--- src/rtl/branch_predictor.sv ---
// Direct-mapped branch target buffer with 2-bit saturating direction counters.
// Lookup is combinational from PCF; learning and statistics update from Execute.
module branch_predictor #(
    parameter int ENTRIES = 16
) (
    input  logic        clk,
    input  logic        rst_n,
    input  logic [31:0] PCF,
    output logic        predicted_takenF,
    output logic [31:0] predicted_targetF,
    input  logic        BranchResolvedE,
    input  logic [31:0] PCE,
    input  logic        PCSrcE,
    input  logic [31:0] PCTargetE,
    input  logic        predicted_takenE,
    input  logic [31:0] predicted_targetE,
    output logic [31:0] branch_count,
    output logic [31:0] mispredict_count
);

    localparam int IDXW = $clog2(ENTRIES);
    localparam int TAGW = 30 - IDXW;

    function automatic logic [1:0] sat_inc(input logic [1:0] c);
        return (c == 2'b11) ? 2'b11 : c + 2'd1;
    endfunction

    function automatic logic [1:0] sat_dec(input logic [1:0] c);
        return (c == 2'b00) ? 2'b00 : c - 2'd1;
    endfunction

    logic            valid_q  [ENTRIES];
    logic [TAGW-1:0] tag_q    [ENTRIES];
    logic [31:0]     target_q [ENTRIES];
    logic [1:0]      ctr_q    [ENTRIES];

    logic [31:0] branch_count_q, branch_count_d;
    logic [31:0] mispredict_count_q, mispredict_count_d;

    logic [IDXW-1:0] idx_f_s, idx_e_s;
    logic [TAGW-1:0] tag_f_s, tag_e_s;
    logic            hit_f_s, hit_e_s, mispredict_s;
    logic            upd_valid_d;
    logic [TAGW-1:0] upd_tag_d;
    logic [31:0]     upd_target_d;
    logic [1:0]      upd_ctr_d;
    logic            unused_pce_low_s;

    assign idx_f_s          = PCF[IDXW+1:2];
    assign tag_f_s          = PCF[31:IDXW+2];
    assign idx_e_s          = PCE[IDXW+1:2];
    assign tag_e_s          = PCE[31:IDXW+2];
    assign unused_pce_low_s = ^PCE[1:0];

    // Fetch-side lookup: taken only on a tag hit with the counter in a taken state.
    always_comb begin
        hit_f_s           = valid_q[idx_f_s] && (tag_q[idx_f_s] == tag_f_s);
        predicted_takenF  = hit_f_s && ctr_q[idx_f_s][1];
        predicted_targetF = PCF + 32'd4;
        if (predicted_takenF) begin
            predicted_targetF = target_q[idx_f_s];
        end else begin
            predicted_targetF = PCF + 32'd4;
        end
    end

    // Next contents of the entry addressed by the resolving branch.
    always_comb begin
        hit_e_s      = valid_q[idx_e_s] && (tag_q[idx_e_s] == tag_e_s);
        upd_valid_d  = valid_q[idx_e_s];
        upd_tag_d    = tag_q[idx_e_s];
        upd_target_d = target_q[idx_e_s];
        upd_ctr_d    = ctr_q[idx_e_s];
        if (hit_e_s) begin
            if (PCSrcE) begin
                upd_ctr_d    = sat_inc(ctr_q[idx_e_s]);
                upd_target_d = PCTargetE;
            end else begin
                upd_ctr_d    = sat_dec(ctr_q[idx_e_s]);
            end
        end else if (PCSrcE) begin
            // Not-taken misses never allocate, so cold branches stay out of the table.
            upd_valid_d  = 1'b1;
            upd_tag_d    = tag_e_s;
            upd_target_d = PCTargetE;
            upd_ctr_d    = 2'b10;
        end else begin
            upd_valid_d  = valid_q[idx_e_s];
        end
    end

    // Table storage with asynchronous clear.
    always_ff @(posedge clk or negedge rst_n) begin
        if (!rst_n) begin
            for (int i = 0; i < ENTRIES; i++) begin
                valid_q[i]  <= 1'b0;
                tag_q[i]    <= '0;
                target_q[i] <= 32'd0;
                ctr_q[i]    <= 2'b01;
            end
        end else if (BranchResolvedE) begin
            valid_q[idx_e_s]  <= upd_valid_d;
            tag_q[idx_e_s]    <= upd_tag_d;
            target_q[idx_e_s] <= upd_target_d;
            ctr_q[idx_e_s]    <= upd_ctr_d;
        end
    end

    // Mispredict uses the same condition as the Execute flush logic; counters wrap.
    always_comb begin
        mispredict_s = (predicted_takenE != PCSrcE) ||
                       (predicted_takenE && (predicted_targetE != PCTargetE));
        branch_count_d     = branch_count_q;
        mispredict_count_d = mispredict_count_q;
        if (BranchResolvedE) begin
            branch_count_d = branch_count_q + 32'd1;
            if (mispredict_s) begin
                mispredict_count_d = mispredict_count_q + 32'd1;
            end else begin
                mispredict_count_d = mispredict_count_q;
            end
        end else begin
            branch_count_d = branch_count_q;
        end
    end

    // Statistics registers.
    always_ff @(posedge clk or negedge rst_n) begin
        if (!rst_n) begin
            branch_count_q     <= 32'd0;
            mispredict_count_q <= 32'd0;
        end else begin
            branch_count_q     <= branch_count_d;
            mispredict_count_q <= mispredict_count_d;
        end
    end

    assign branch_count     = branch_count_q;
    assign mispredict_count = mispredict_count_q;

endmodule

--- config.mk ---
export PLATFORM = sky130hd
export DESIGN_NAME = branch_predictor
export DESIGN_NICKNAME = d
export VERILOG_FILES = /design/src/rtl/branch_predictor.sv
export SDC_FILE = /design/constraint.sdc
export NUM_CORES = 2
export LEC_CHECK = 0
export ABC_CLOCK_PERIOD_IN_PS = 9100
export CAP_MARGIN = 10
export CORE_MARGIN = 1
export CORE_UTILIZATION = 57
export CTS_BUF_LIST = sky130_fd_sc_hd__clkbuf_4
export DETAILED_ROUTE_END_ITERATION = 7
export PLACE_DENSITY = 0.78
export SYNTH_ARGS = -nofsm -noshare
export SYNTH_HDL_FRONTEND = slang
export SYNTH_SLANG_ARGS = --single-unit
--- constraint.sdc ---
create_clock -name clk -period 9.1 [get_ports clk]
set_clock_uncertainty 0.15 [all_clocks]
set_input_delay 1.82 -clock clk [delete_from_list [all_inputs] [get_ports clk]]
set_output_delay 1.82 -clock clk [all_outputs]
set_load 0.03 [all_outputs]
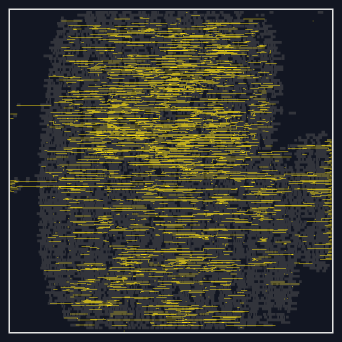
layer_met3.png
Scale: 1 px per um.
- share of all routed wire: 12%
- wire length on this layer: 22.2 mm
- main direction: horizontal
total number of vias: 46910
final WL: 186100 um

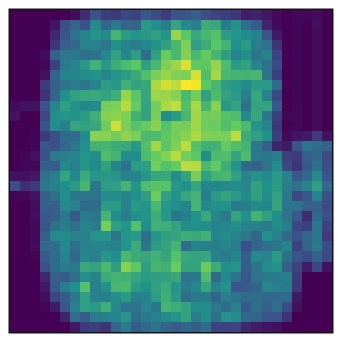
metal_density.png
Scale: 1 px per um. 32 x 32 tiles, from dark purple (low) to yellow (high), scaled to the fullest tile. Values are wire area over tile area, all layers added.
- mean over tiles: 0.32
- nearly empty tiles: 15%
- tiles over half the peak: 36%
- emptiest ninth of the die: north-east
- fullest tile: 0.81

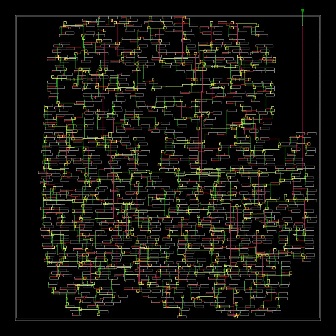
clocks.png
Clock net power: 4.12 mW
Skew-Pair Late Insertion Delay: 1.21 ns
layout clock buffer count: 391
Num CTS Buffers: 288
Seq cells: 1040

==> reports/qor.yml <==
run_status:
  status: "finished, final reports clean"
setup_path:
  setup.worst_path.class: "primary input to output port"
  cp-start-kind: "primary input"
  crit_family: "buffers and inverters"
  rrSetupSlack_ns: 3.91
  crit_fanout: 57
  worstPathBufferInverterCount: 5
final_timing:
  setup_ws_ns: 0.5955
  finalCritPeriodShare: 0.9346
  min_period_ns: 8.504
  drv_slew: 0
  rsz0062_at_grt: "no"
  relSlewSlack: 0.1702
  holdWs_ns: 0.3246
job:
  tool_warnings: 47
  max_cap_viol_count: 0
logic_synthesis:
  synth_seq_share: 0.4462
  synth.distinct_cells: 70
  ys_warn_count: 0
  synth_top_area_share: 0.4390
  ys_chip_area_mm2: 0.05837
  ys_cells: 5210
grt:
  grt_pass1_vias: 46880
  gr-total-overflow: 0
  grt_max_degree: 163
die:
  chipArea_mm2: 0.1037
  rows: 117
  die_w_um: 322.0
pwr:
  power_per_cell_area_mw_per_mm2: 226.7
  totalPowerFinal_mw: 14.69
worst_hold_path:
  whs_endpoint: "branch_count[31]$_DFFE_PN0P_"
  hold_start: "branch_count[31]$_DFFE_PN0P_"
clock_tree:
  cts_setup_buffers: 0
  cts_resized: 0
  cts.hold.buffers_added: 0
  htreeDepth: 5
route:
  detail-route-antenna-nets: 0
  drtIter0Drc: 6261
cells_and_area:
  final_nets: 5475
  syn_to_final_growth_pct: 11.02
  final_util: 0.6379
  drive_above_1_share: 0.2310
placement:
  dp_cells: 6417
  io_buffer_count: 227
  detailed_place_hpwl_um: 112900
where the power goes:
group	leakage [nW]	internal (mW)	switching, mW
logic	11.5	1.92	1.97
clock network	2.01	2.14	1.98
registers	13.2	5.75	0.925
layout make-up:
cell class	count	area (um2)
timing repair buffer	336	3208
clock buffer	391	2935
multi-input combinational	3656	30410
tap	1368	1712
antenna	5	12.51
clock inverter	67	419.2
fill	7676	36790
sequential	1040	26050
inverter	17	66.31
worst max-delay path by stage:
stage               startpoint                    end  cells past startpoint
floorplan               PCF[2]   predicted_targetF[2]                     12
global placement        PCF[2]       predicted_takenF                     13
detailed placement      PCF[2]       predicted_takenF                     13
CTS                     PCF[2]       predicted_takenF                     13
global route            PCF[2]  predicted_targetF[28]                     11
finish                  PCF[2]       predicted_takenF                     13
synthesized netlist by cell type (5+ instances only):
library cell and instances:
and4_1 8, nand3_1 44, nor3_1 16, and2_1 5, o221ai_1 5, inv_1 15
o22ai_1 6, nor4_1 14, a32oi_1 12, buf_2 68, o21ai_1 6, buf_1 41
a221oi_1 61, a22oi_1 27, mux2i_1 353, mux2_2 62, nand2b_1 16, a211oi_1 24
clkbuf_1 358, dfrtp_1 1024, o31ai_1 20, nor2_1 195, mux4_2 512, a21oi_1 142
nor2b_1 29, buf_6 15, and3_1 25, buf_4 15, xor2_1 89, dfstp_2 16
a21oi_2 100, xnor2_1 90, nand4_1 23, o21ai_0 866, nand2_1 837, mux2i_2 9
cells by family after synthesis:
logic type / share of synthesized area
flip-flops: 0.4462
AND/OR/NAND/NOR: 0.08747
AND-OR/OR-AND: 0.1291
multiplexers: 0.2721
buffers and inverters: 0.03740
XOR/XNOR: 0.02686
adder cells (fa/ha/maj): 0.0008146
metal layers:
layer  part of all wire  GRT usage  up-vias
li1                   -          -    19560
met1               0.35     0.4610    23280
met2               0.46     0.5495     3282
met3               0.12    0.09821      788
met4              0.071     0.2421        2
met5           0.000038          0        -
state kept, by name, indices dropped and copies added (netlist names):
name	cells
branch_count	32
target_q	512
ctr_q	32
tag_q	416
mispredict_count	32
valid_q	16
Power and IR drop assume default switching activity.
